## src/rtl/robot_mission_ctrl_if.sv

```systemverilog
// Signal bundle between the mission host / robot core and the mission controller.
// cleared_valid is a one-cycle strobe with no ready (cleared_row/col valid only while it is high); start is sampled only while busy is low.
interface robot_mission_ctrl_if #(
    parameter int MOVE_W  = 9,
    parameter int TRASH_W = 8
);
    logic               start;
    logic [3:0]         init_row;
    logic [4:0]         init_col;
    logic [1:0]         init_orient;
    logic [MOVE_W-1:0]  max_moves;
    logic               front;
    logic               turn;
    logic               remove;
    logic               robot_en;
    logic [3:0]         row;
    logic [4:0]         column;
    logic [1:0]         orient;
    logic [MOVE_W-1:0]  steps;
    logic [TRASH_W-1:0] trash_count;
    logic               cleared_valid;
    logic [3:0]         cleared_row;
    logic [4:0]         cleared_col;
    logic               busy;
    logic               done;
    logic [2:0]         status;
    logic [1:0]         fsm_state;

    modport master (
        output start, init_row, init_col, init_orient, max_moves, front, turn, remove,
        input  robot_en, row, column, orient, steps, trash_count, cleared_valid,
               cleared_row, cleared_col, busy, done, status, fsm_state
    );

    modport slave (
        input  start, init_row, init_col, init_orient, max_moves, front, turn, remove,
        output robot_en, row, column, orient, steps, trash_count, cleared_valid,
               cleared_row, cleared_col, busy, done, status, fsm_state
    );
endinterface

```

## src/rtl/robot_mission_ctrl.sv

```systemverilog
// Mission sequencer for the pipe-cleaning robot: loads the start pose, enables the core,
// tracks odometry and trash removal, and ends the run on budget, closed loop or fault.
module robot_mission_ctrl #(
    parameter int MAX_ROW       = 10,
    parameter int MAX_COL       = 20,
    parameter int MOVE_W        = 9,
    parameter int TRASH_W       = 8,
    parameter int REMOVE_CYCLES = 3,
    parameter int STALL_LIMIT   = 8
) (
    input  logic clock,
    input  logic reset,
    robot_mission_ctrl_if.slave bus
);
    localparam int RW = $clog2(REMOVE_CYCLES + 1);
    localparam int SW = $clog2(STALL_LIMIT + 1);
    localparam logic [3:0]    ROW_MAX    = 4'(MAX_ROW);
    localparam logic [4:0]    COL_MAX    = 5'(MAX_COL);
    localparam logic [RW-1:0] REM_LAST   = RW'(REMOVE_CYCLES - 1);
    localparam logic [SW-1:0] STALL_LAST = SW'(STALL_LIMIT - 1);

    localparam logic [1:0] NORTH = 2'b00, SOUTH = 2'b01, EAST = 2'b10, WEST = 2'b11;
    localparam logic [2:0] ST_NONE = 3'b000, ST_BUDGET = 3'b001, ST_LOOP = 3'b010,
                           ST_OOM = 3'b100, ST_ILLEGAL = 3'b101, ST_STALL = 3'b110,
                           ST_ABORT = 3'b111;

    typedef enum logic [1:0] {S_IDLE, S_RUN, S_DONE, S_FAULT} state_t;

    state_t             state_q, state_d;
    logic [3:0]         row_q, row_d, start_row_q, start_row_d, fwd_row, clr_row_q, clr_row_d;
    logic [4:0]         col_q, col_d, start_col_q, start_col_d, fwd_col, clr_col_q, clr_col_d;
    logic [1:0]         orient_q, orient_d, start_orient_q, start_orient_d;
    logic [MOVE_W-1:0]  steps_q, steps_d, budget_q, budget_d;
    logic [TRASH_W-1:0] trash_q, trash_d;
    logic [2:0]         status_q, status_d, fault_code;
    logic [RW-1:0]      rem_q, rem_d;
    logic [SW-1:0]      stall_q, stall_d;
    logic               moved_q, moved_d, clr_valid_q, clr_valid_d;
    logic               act, illegal, fault, fwd_ok, start_bad;

    function automatic logic [1:0] turn_left(input logic [1:0] o);
        case (o)
            NORTH:   return WEST;
            WEST:    return SOUTH;
            SOUTH:   return EAST;
            default: return NORTH;
        endcase
    endfunction

    // Cell ahead of the current pose; used both for moves and for the cleared-cell report.
    always_comb begin
        fwd_row = row_q;
        fwd_col = col_q;
        case (orient_q)
            NORTH:   fwd_row = row_q - 4'd1;
            SOUTH:   fwd_row = row_q + 4'd1;
            EAST:    fwd_col = col_q + 5'd1;
            default: fwd_col = col_q - 5'd1;
        endcase
    end

    assign fwd_ok = (fwd_row >= 4'd1) && (fwd_row <= ROW_MAX) &&
                    (fwd_col >= 5'd1) && (fwd_col <= COL_MAX);
    assign start_bad = (bus.init_row == 4'd0) || (bus.init_row > ROW_MAX) ||
                       (bus.init_col == 5'd0) || (bus.init_col > COL_MAX);
    assign act     = bus.front | bus.turn | bus.remove;
    assign illegal = (bus.front & bus.turn) | (bus.front & bus.remove) | (bus.turn & bus.remove);

    always_comb begin
        state_d        = state_q;
        row_d          = row_q;
        col_d          = col_q;
        orient_d       = orient_q;
        start_row_d    = start_row_q;
        start_col_d    = start_col_q;
        start_orient_d = start_orient_q;
        budget_d       = budget_q;
        steps_d        = steps_q;
        trash_d        = trash_q;
        status_d       = status_q;
        rem_d          = rem_q;
        stall_d        = stall_q;
        moved_d        = moved_q;
        clr_valid_d    = 1'b0;
        clr_row_d      = clr_row_q;
        clr_col_d      = clr_col_q;
        fault          = 1'b0;
        fault_code     = ST_NONE;
        case (state_q)
            S_RUN: begin
                steps_d = steps_q + MOVE_W'(1);
                if (illegal) begin
                    fault = 1'b1; fault_code = ST_ILLEGAL;
                end else if (bus.front && !fwd_ok) begin
                    fault = 1'b1; fault_code = ST_OOM;
                end else if ((rem_q != '0) && !bus.remove) begin
                    fault = 1'b1; fault_code = ST_ABORT;
                end else if (!act && (stall_q == STALL_LAST)) begin
                    fault = 1'b1; fault_code = ST_STALL;
                end
                if (fault) begin
                    state_d  = S_FAULT;
                    status_d = fault_code;
                end else begin
                    if (bus.front) begin
                        row_d   = fwd_row;
                        col_d   = fwd_col;
                        moved_d = 1'b1;
                    end
                    if (bus.turn) orient_d = turn_left(orient_q);
                    if (bus.remove) begin
                        if (rem_q == REM_LAST) begin
                            rem_d       = '0;
                            clr_valid_d = 1'b1;
                            clr_row_d   = fwd_row;
                            clr_col_d   = fwd_col;
                            if (trash_q != '1) trash_d = trash_q + TRASH_W'(1);
                        end else begin
                            rem_d = rem_q + RW'(1);
                        end
                    end
                    stall_d = act ? '0 : stall_q + SW'(1);
                    // A closed loop takes precedence over an exhausted budget in the same cycle.
                    if (moved_d && (row_d == start_row_q) && (col_d == start_col_q) &&
                        (orient_d == start_orient_q)) begin
                        state_d  = S_DONE;
                        status_d = ST_LOOP;
                    end else if (steps_d == budget_q) begin
                        state_d  = S_DONE;
                        status_d = ST_BUDGET;
                    end
                end
            end
            default: begin
                if (bus.start) begin
                    row_d          = bus.init_row;
                    col_d          = bus.init_col;
                    orient_d       = bus.init_orient;
                    start_row_d    = bus.init_row;
                    start_col_d    = bus.init_col;
                    start_orient_d = bus.init_orient;
                    budget_d       = bus.max_moves;
                    steps_d        = '0;
                    trash_d        = '0;
                    status_d       = ST_NONE;
                    rem_d          = '0;
                    stall_d        = '0;
                    moved_d        = 1'b0;
                    if (start_bad) begin
                        state_d  = S_FAULT;
                        status_d = ST_OOM;
                    end else if (bus.max_moves == '0) begin
                        state_d  = S_DONE;
                        status_d = ST_BUDGET;
                    end else begin
                        state_d = S_RUN;
                    end
                end
            end
        endcase
    end

    always_ff @(posedge clock or negedge reset) begin
        if (!reset) begin
            state_q        <= S_IDLE;
            row_q          <= 4'd1;
            col_q          <= 5'd1;
            orient_q       <= NORTH;
            start_row_q    <= '0;
            start_col_q    <= '0;
            start_orient_q <= '0;
            budget_q       <= '0;
            steps_q        <= '0;
            trash_q        <= '0;
            status_q       <= ST_NONE;
            rem_q          <= '0;
            stall_q        <= '0;
            moved_q        <= 1'b0;
            clr_valid_q    <= 1'b0;
            clr_row_q      <= '0;
            clr_col_q      <= '0;
        end else begin
            state_q        <= state_d;
            row_q          <= row_d;
            col_q          <= col_d;
            orient_q       <= orient_d;
            start_row_q    <= start_row_d;
            start_col_q    <= start_col_d;
            start_orient_q <= start_orient_d;
            budget_q       <= budget_d;
            steps_q        <= steps_d;
            trash_q        <= trash_d;
            status_q       <= status_d;
            rem_q          <= rem_d;
            stall_q        <= stall_d;
            moved_q        <= moved_d;
            clr_valid_q    <= clr_valid_d;
            clr_row_q      <= clr_row_d;
            clr_col_q      <= clr_col_d;
        end
    end

    assign bus.robot_en      = (state_q == S_RUN);
    assign bus.busy          = (state_q == S_RUN);
    assign bus.done          = (state_q == S_DONE) || (state_q == S_FAULT);
    assign bus.row           = row_q;
    assign bus.column        = col_q;
    assign bus.orient        = orient_q;
    assign bus.steps         = steps_q;
    assign bus.trash_count   = trash_q;
    assign bus.status        = status_q;
    assign bus.cleared_valid = clr_valid_q;
    assign bus.cleared_row   = clr_row_q;
    assign bus.cleared_col   = clr_col_q;
    assign bus.fsm_state     = state_q;
endmodule
```

## src/flat_wrapper.sv

```systemverilog
// flat-port wrapper written by rule: the top's interface ports become plain ports
module robot_mission_ctrl_flat 
#(
    parameter int MAX_ROW       = 10,
    parameter int MAX_COL       = 20,
    parameter int MOVE_W        = 9,
    parameter int TRASH_W       = 8,
    parameter int REMOVE_CYCLES = 3,
    parameter int STALL_LIMIT   = 8
)
  (clock, reset, bus_start, bus_init_row, bus_init_col, bus_init_orient, bus_max_moves, bus_front, bus_turn, bus_remove, bus_robot_en, bus_row, bus_column, bus_orient, bus_steps, bus_trash_count, bus_cleared_valid, bus_cleared_row, bus_cleared_col, bus_busy, bus_done, bus_status, bus_fsm_state);
  robot_mission_ctrl_if #(.MOVE_W(MOVE_W), .TRASH_W(TRASH_W)) bus_i ();
  input  logic clock;
  input  logic reset;
  input wire logic [$bits(bus_i.start)-1:0] bus_start;
  input wire logic [$bits(bus_i.init_row)-1:0] bus_init_row;
  input wire logic [$bits(bus_i.init_col)-1:0] bus_init_col;
  input wire logic [$bits(bus_i.init_orient)-1:0] bus_init_orient;
  input wire logic [$bits(bus_i.max_moves)-1:0] bus_max_moves;
  input wire logic [$bits(bus_i.front)-1:0] bus_front;
  input wire logic [$bits(bus_i.turn)-1:0] bus_turn;
  input wire logic [$bits(bus_i.remove)-1:0] bus_remove;
  output wire logic [$bits(bus_i.robot_en)-1:0] bus_robot_en;
  output wire logic [$bits(bus_i.row)-1:0] bus_row;
  output wire logic [$bits(bus_i.column)-1:0] bus_column;
  output wire logic [$bits(bus_i.orient)-1:0] bus_orient;
  output wire logic [$bits(bus_i.steps)-1:0] bus_steps;
  output wire logic [$bits(bus_i.trash_count)-1:0] bus_trash_count;
  output wire logic [$bits(bus_i.cleared_valid)-1:0] bus_cleared_valid;
  output wire logic [$bits(bus_i.cleared_row)-1:0] bus_cleared_row;
  output wire logic [$bits(bus_i.cleared_col)-1:0] bus_cleared_col;
  output wire logic [$bits(bus_i.busy)-1:0] bus_busy;
  output wire logic [$bits(bus_i.done)-1:0] bus_done;
  output wire logic [$bits(bus_i.status)-1:0] bus_status;
  output wire logic [$bits(bus_i.fsm_state)-1:0] bus_fsm_state;
  assign bus_i.start = bus_start;
  assign bus_i.init_row = bus_init_row;
  assign bus_i.init_col = bus_init_col;
  assign bus_i.init_orient = bus_init_orient;
  assign bus_i.max_moves = bus_max_moves;
  assign bus_i.front = bus_front;
  assign bus_i.turn = bus_turn;
  assign bus_i.remove = bus_remove;
  assign bus_robot_en = bus_i.robot_en;
  assign bus_row = bus_i.row;
  assign bus_column = bus_i.column;
  assign bus_orient = bus_i.orient;
  assign bus_steps = bus_i.steps;
  assign bus_trash_count = bus_i.trash_count;
  assign bus_cleared_valid = bus_i.cleared_valid;
  assign bus_cleared_row = bus_i.cleared_row;
  assign bus_cleared_col = bus_i.cleared_col;
  assign bus_busy = bus_i.busy;
  assign bus_done = bus_i.done;
  assign bus_status = bus_i.status;
  assign bus_fsm_state = bus_i.fsm_state;
  robot_mission_ctrl #(.MAX_ROW(MAX_ROW), .MAX_COL(MAX_COL), .MOVE_W(MOVE_W), .TRASH_W(TRASH_W), .REMOVE_CYCLES(REMOVE_CYCLES), .STALL_LIMIT(STALL_LIMIT)) u_core (.clock(clock), .reset(reset), .bus(bus_i));
endmodule
```

## config.mk

```make
export PLATFORM = sky130hd
export DESIGN_NAME = robot_mission_ctrl_flat
export DESIGN_NICKNAME = d
export VERILOG_FILES = /design/src/rtl/robot_mission_ctrl_if.sv /design/src/rtl/robot_mission_ctrl.sv /design/src/flat_wrapper.sv
export SDC_FILE = /design/constraint.sdc
export NUM_CORES = 1
export LEC_CHECK = 0
export CORE_MARGIN = 8
export CORE_UTILIZATION = 43
export CTS_BUF_LIST = sky130_fd_sc_hd__clkbuf_8
export DETAILED_ROUTE_END_ITERATION = 10
export PLACE_DENSITY = 0.71
export SLEW_MARGIN = 10
export SYNTH_ARGS = -nofsm -noshare
export SYNTH_HDL_FRONTEND = slang
export SYNTH_SLANG_ARGS = --single-unit
```

## constraint.sdc

```tcl
create_clock -name clock -period 7.1 [get_ports clock]
set_input_delay 1.42 -clock clock [delete_from_list [all_inputs] [get_ports clock]]
set_output_delay 1.42 -clock clock [all_outputs]
set_load 0.005 [all_outputs]
```

### Clock wires, drivers and flops, run 1

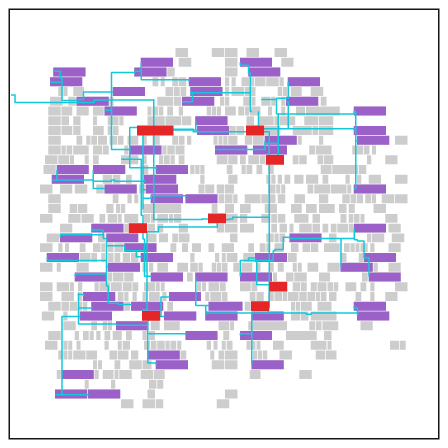
- red: clock-net drivers (count 9)
- cyan: clock wires (length 1,040 um)
- purple: flip-flops (count 70)
- routed clock nets: 10
skew final: 0.0143 ns
clock power share: 0.149
P_clk: 0.372 mW
clk_lat worst skew: 0.36 ns

### Wiring heat map, run 1

24 x 24 tiles, from black (low) to pale yellow (high), scaled to the fullest tile. Values are wire area over tile area, all layers added.
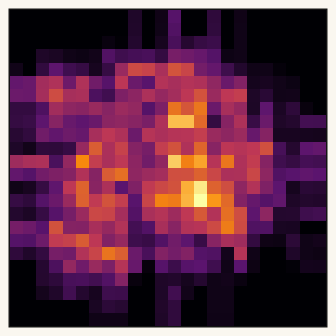
- emptiest ninth of the die: upper right
- densest ninth of the die: center
- tiles over half the peak: 13%
- fullest tile: 0.63
- mean over tiles: 0.15
- nearly empty tiles: 24%
final WL: 12.8 mm
GRT Util Overall: 0.183

### Placed standard cells, run 1

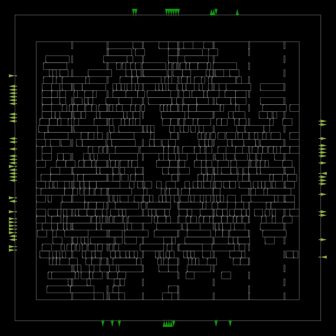
tap cells: 136
Layout Utilization: 0.540

==> impl_metrics.yaml, run 1 <==
# implementation run metrics
outcome:
  outcome: "complete, no violations"
yosys:
  avgSynthCellArea_um2: 8.35
  xor_area_frac: 0.0568
  postSynthSeqShare: 0.383
floorplan:
  die_y_um: 119
critical_path:
  reg2reg_to: "u_core.bus.fsm_state[0]"
  setup.worst_path.start_class: "primary input"
  cp_data_required_time_ns: 7.34
  crit_chain: "clkdlybuf4s50_1 > nor3b_2 > mux2i_1 > o22ai_1 > or4_1 > a2111oi_0 > a21oi_1 > and2_1 > a2111o_1"
grt:
  use_met3: 0.0534
  grt_overflow: 0
  grt_pass1_vias: 4280
run:
  warnings: 29
clocking:
  cts_tree: "built"
worst_hold_path:
  min-delay-start: "u_core.bus.cleared_row[2]"
  hold_class: "flip-flop to flip-flop"
  holdPathEnd: "u_core.bus.cleared_row[2]"
layout:
  flop_area_um2: 1750
  area_growth_pct: 21.6
place:
  placedCellCount: 731
sta:
  hold_viol: 0
detailed_routing:
  via_count: 4278
==> run 2: changes to the inputs <==
--- a/config.mk
+++ b/config.mk
@@ -9,7 +9,7 @@
 export CORE_UTILIZATION = 43
 export CTS_BUF_LIST = sky130_fd_sc_hd__clkbuf_8
 export DETAILED_ROUTE_END_ITERATION = 10
-export PLACE_DENSITY = 0.71
+export PLACE_DENSITY = 0.74
 export SLEW_MARGIN = 10
 export SYNTH_ARGS = -nofsm -noshare
 export SYNTH_HDL_FRONTEND = slang
==> constraint.sdc (replaced) <==
create_clock -name clock -period 3.8 [get_ports clock]
set_input_delay 0.76 -clock clock [delete_from_list [all_inputs] [get_ports clock]]
set_output_delay 0.76 -clock clock [all_outputs]
set_load 0.005 [all_outputs]
==> impl_metrics.yaml, run 2 <==
# implementation run metrics
outcome:
  outcome: "complete, no violations"
power:
  top_power_group: "combinational cells"
  p_total_mw: 4.71
  p_sw_frac: 0.468
critical_path:
  cp_data_required_time_ns: 4.09
  reg2reg_to: "u_core.bus.orient[1]"
  setup.worst_path.start_class: "flip-flop"
  crit_chain: "inv_1 > ha_1 > inv_2 > ha_2 > or4bb_1 > mux2_2 > a221oi_4 > o31a_1 > o22ai_2 > o31a_1 > buf_4 > nor2_1 > o22a_1"
place:
  placedCellCount: 740
  portBuffers: 71
  postPlaceCellArea_um2: 5440
floorplan:
  die_y_um: 119
  die_x_um: 119
clocking:
  clk_latency_ns: 0.36
  htreeDepth: 3
  cts_tree: "built"
layout:
  flop_area_um2: 1750
  area_growth_pct: 23.0
run:
  warnings: 29
yosys:
  avgSynthCellArea_um2: 8.35
  postSynthSeqShare: 0.383
sta:
  hold_viol: 0
worst_hold_path:
  holdPathEnd: "u_core.bus.cleared_row[0]"
  hold_class: "flip-flop to flip-flop"
  min-delay-start: "u_core.bus.cleared_row[0]"
grt:
  grt_overflow: 0
  use_met3: 0.0576
  use_met1: 0.225
  grt_start_max_net_pins: 38
  grt_pass1_vias: 4463
### Wiring heat map, run 2

24 x 24 tiles, from black (low) to pale yellow (high), scaled to the fullest tile. Values are wire area over tile area, all layers added.
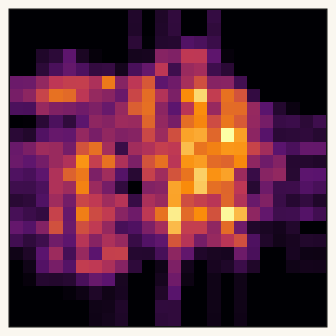
detailed-route via count: 4,364
final WL: 13.3 mm
GRT Util Overall: 0.188

### Clock wires, drivers and flops, run 2

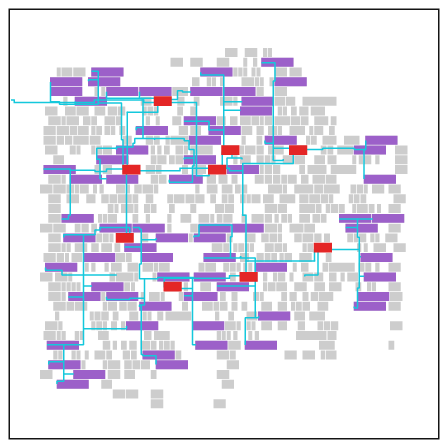
- purple: flip-flops (count 70)
- cyan: clock wires (length 992 um)
- red: clock-net drivers (count 9)
- routed clock nets: 10
P_clk: 0.573 mW
clock power share: 0.122
skew final: 0.0147 ns

### Layout detail, run 2

Bar = 10 um. Window x 47 to 72, y 23 to 48 um. Cells in gray, sequential cells in the stronger gray; small squares are vias.
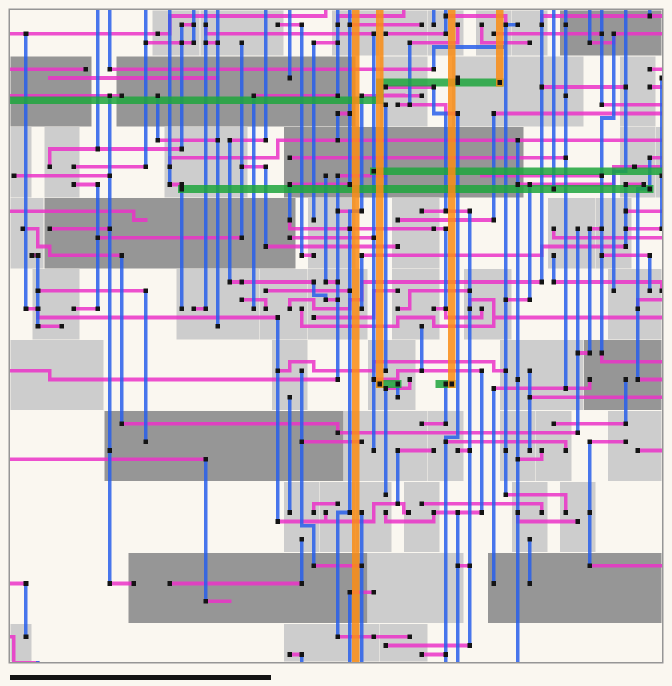
- orange: M4
- green: M3
- blue: M2
- magenta: M1
- most frequent: nand2_1 (15), a21oi_1 (9), dfrtp_1 (5)
- netlist names of flops here include: u_core.bus.row (3), u_core.start_row_q (2)
- sequential cells in the window: 6
- cells with their middle in the window: 48

==> run 3: changes to the inputs <==
--- a/config.mk
+++ b/config.mk
@@ -5,11 +5,11 @@
 export SDC_FILE = /design/constraint.sdc
 export NUM_CORES = 1
 export LEC_CHECK = 0
-export CORE_MARGIN = 8
-export CORE_UTILIZATION = 43
+export CORE_MARGIN = 2
+export CORE_UTILIZATION = 51
 export CTS_BUF_LIST = sky130_fd_sc_hd__clkbuf_8
 export DETAILED_ROUTE_END_ITERATION = 10
-export PLACE_DENSITY = 0.74
+export PLACE_DENSITY = 0.84
 export SLEW_MARGIN = 10
 export SYNTH_ARGS = -nofsm -noshare
 export SYNTH_HDL_FRONTEND = slang
==> impl_metrics.yaml, run 3 <==
# implementation run metrics
yosys:
  postSynthSeqShare: 0.383
  avgSynthCellArea_um2: 8.35
  top_cells_by_count: "nand2_1, dfrtp_1, nor2_1, o21ai_0, a21oi_1"
critical_path:
  setup.worst_path.start_class: "flip-flop"
  crit_chain: "inv_1 > ha_1 > inv_1 > fa_1 > nand2b_1 > mux2i_1 > a31o_2 > nand4bb_1 > a2111oi_1 > buf_4 > a21oi_1 > and2_1 > a2111o_1"
  cp_data_required_time_ns: 4.02
  reg2reg_to: "u_core.bus.fsm_state[0]"
grt:
  track_usage: 0.262
  use_met1: 0.337
  grt_pass1_vias: 4214
  use_met3: 0.0454
  grt_start_max_net_pins: 31
  grt_overflow: 0
floorplan:
  die_y_um: 98.8
  coreArea_um2: 8720
  die_x_um: 98.8
clocking:
  cts-root-buf: "clkbuf_8"
  htreeDepth: 3
  path_clk_slew_ns: 0.08
  clk_latency_ns: 0.34
  cts_tree: "built"
layout:
  layout_top_cells: "nand2_1, clkdlybuf4s50_1, dfrtp_1"
  num-nonclk-buffers: 84
  area_growth_pct: 22.2
  flop_area_um2: 1750
run:
  cap_violations: 0
  warnings: 29
sta:
  rsz0062_at_grt: "no"
  skew_ns: 0.00997
  hold_viol: 0
detailed_routing:
  wl_mm: 12.6
  via_count: 4432
  met1_length_mm: 5.19
worst_hold_path:
  hold_class: "primary input to async pin"
power:
  p_sw_frac: 0.462
  top_power_group: "combinational cells"
place:
  portBuffers: 71
  placedCellCount: 713
  postPlaceCellArea_um2: 5400
outcome:
  outcome: "complete, no violations"
### Clock wires, drivers and flops, run 3

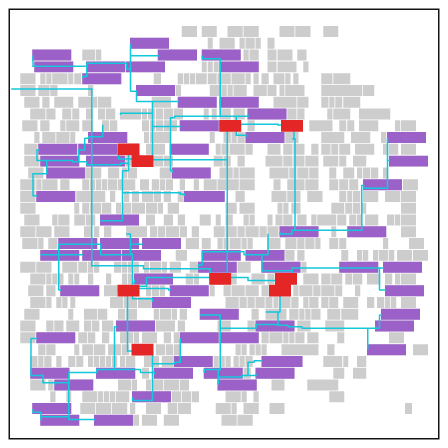
P_clk: 0.585 mW
clock power share: 0.125

### Placed standard cells, run 3

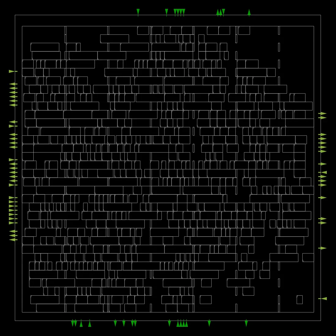
Rows: 34
Seq area share: 0.313
fillers: 729

### Gate families picked out, run 3

Bar = 20 um.
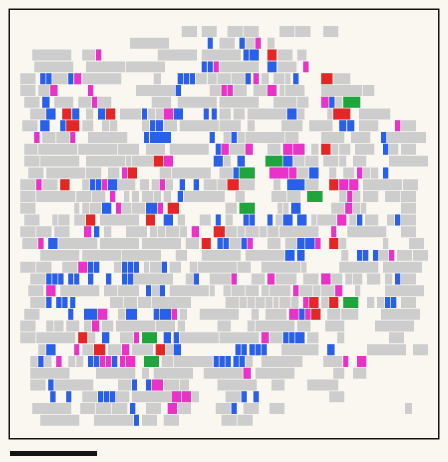
- magenta: nor cells (cells 73; most used nor2_1; where widely spread)
- red: and/or cells (cells 24; most used and2_1)
- blue: nand cells (cells 143; most used nand2_1; where widely spread)
- green: mux cells (cells 8; most used mux2i_1)
most common logic cell in the routed design: nand2_1
Cell Count, Final, Fillers Out: 730
Comb area share: 0.474

Power is estimated from default activity; no workload was simulated.
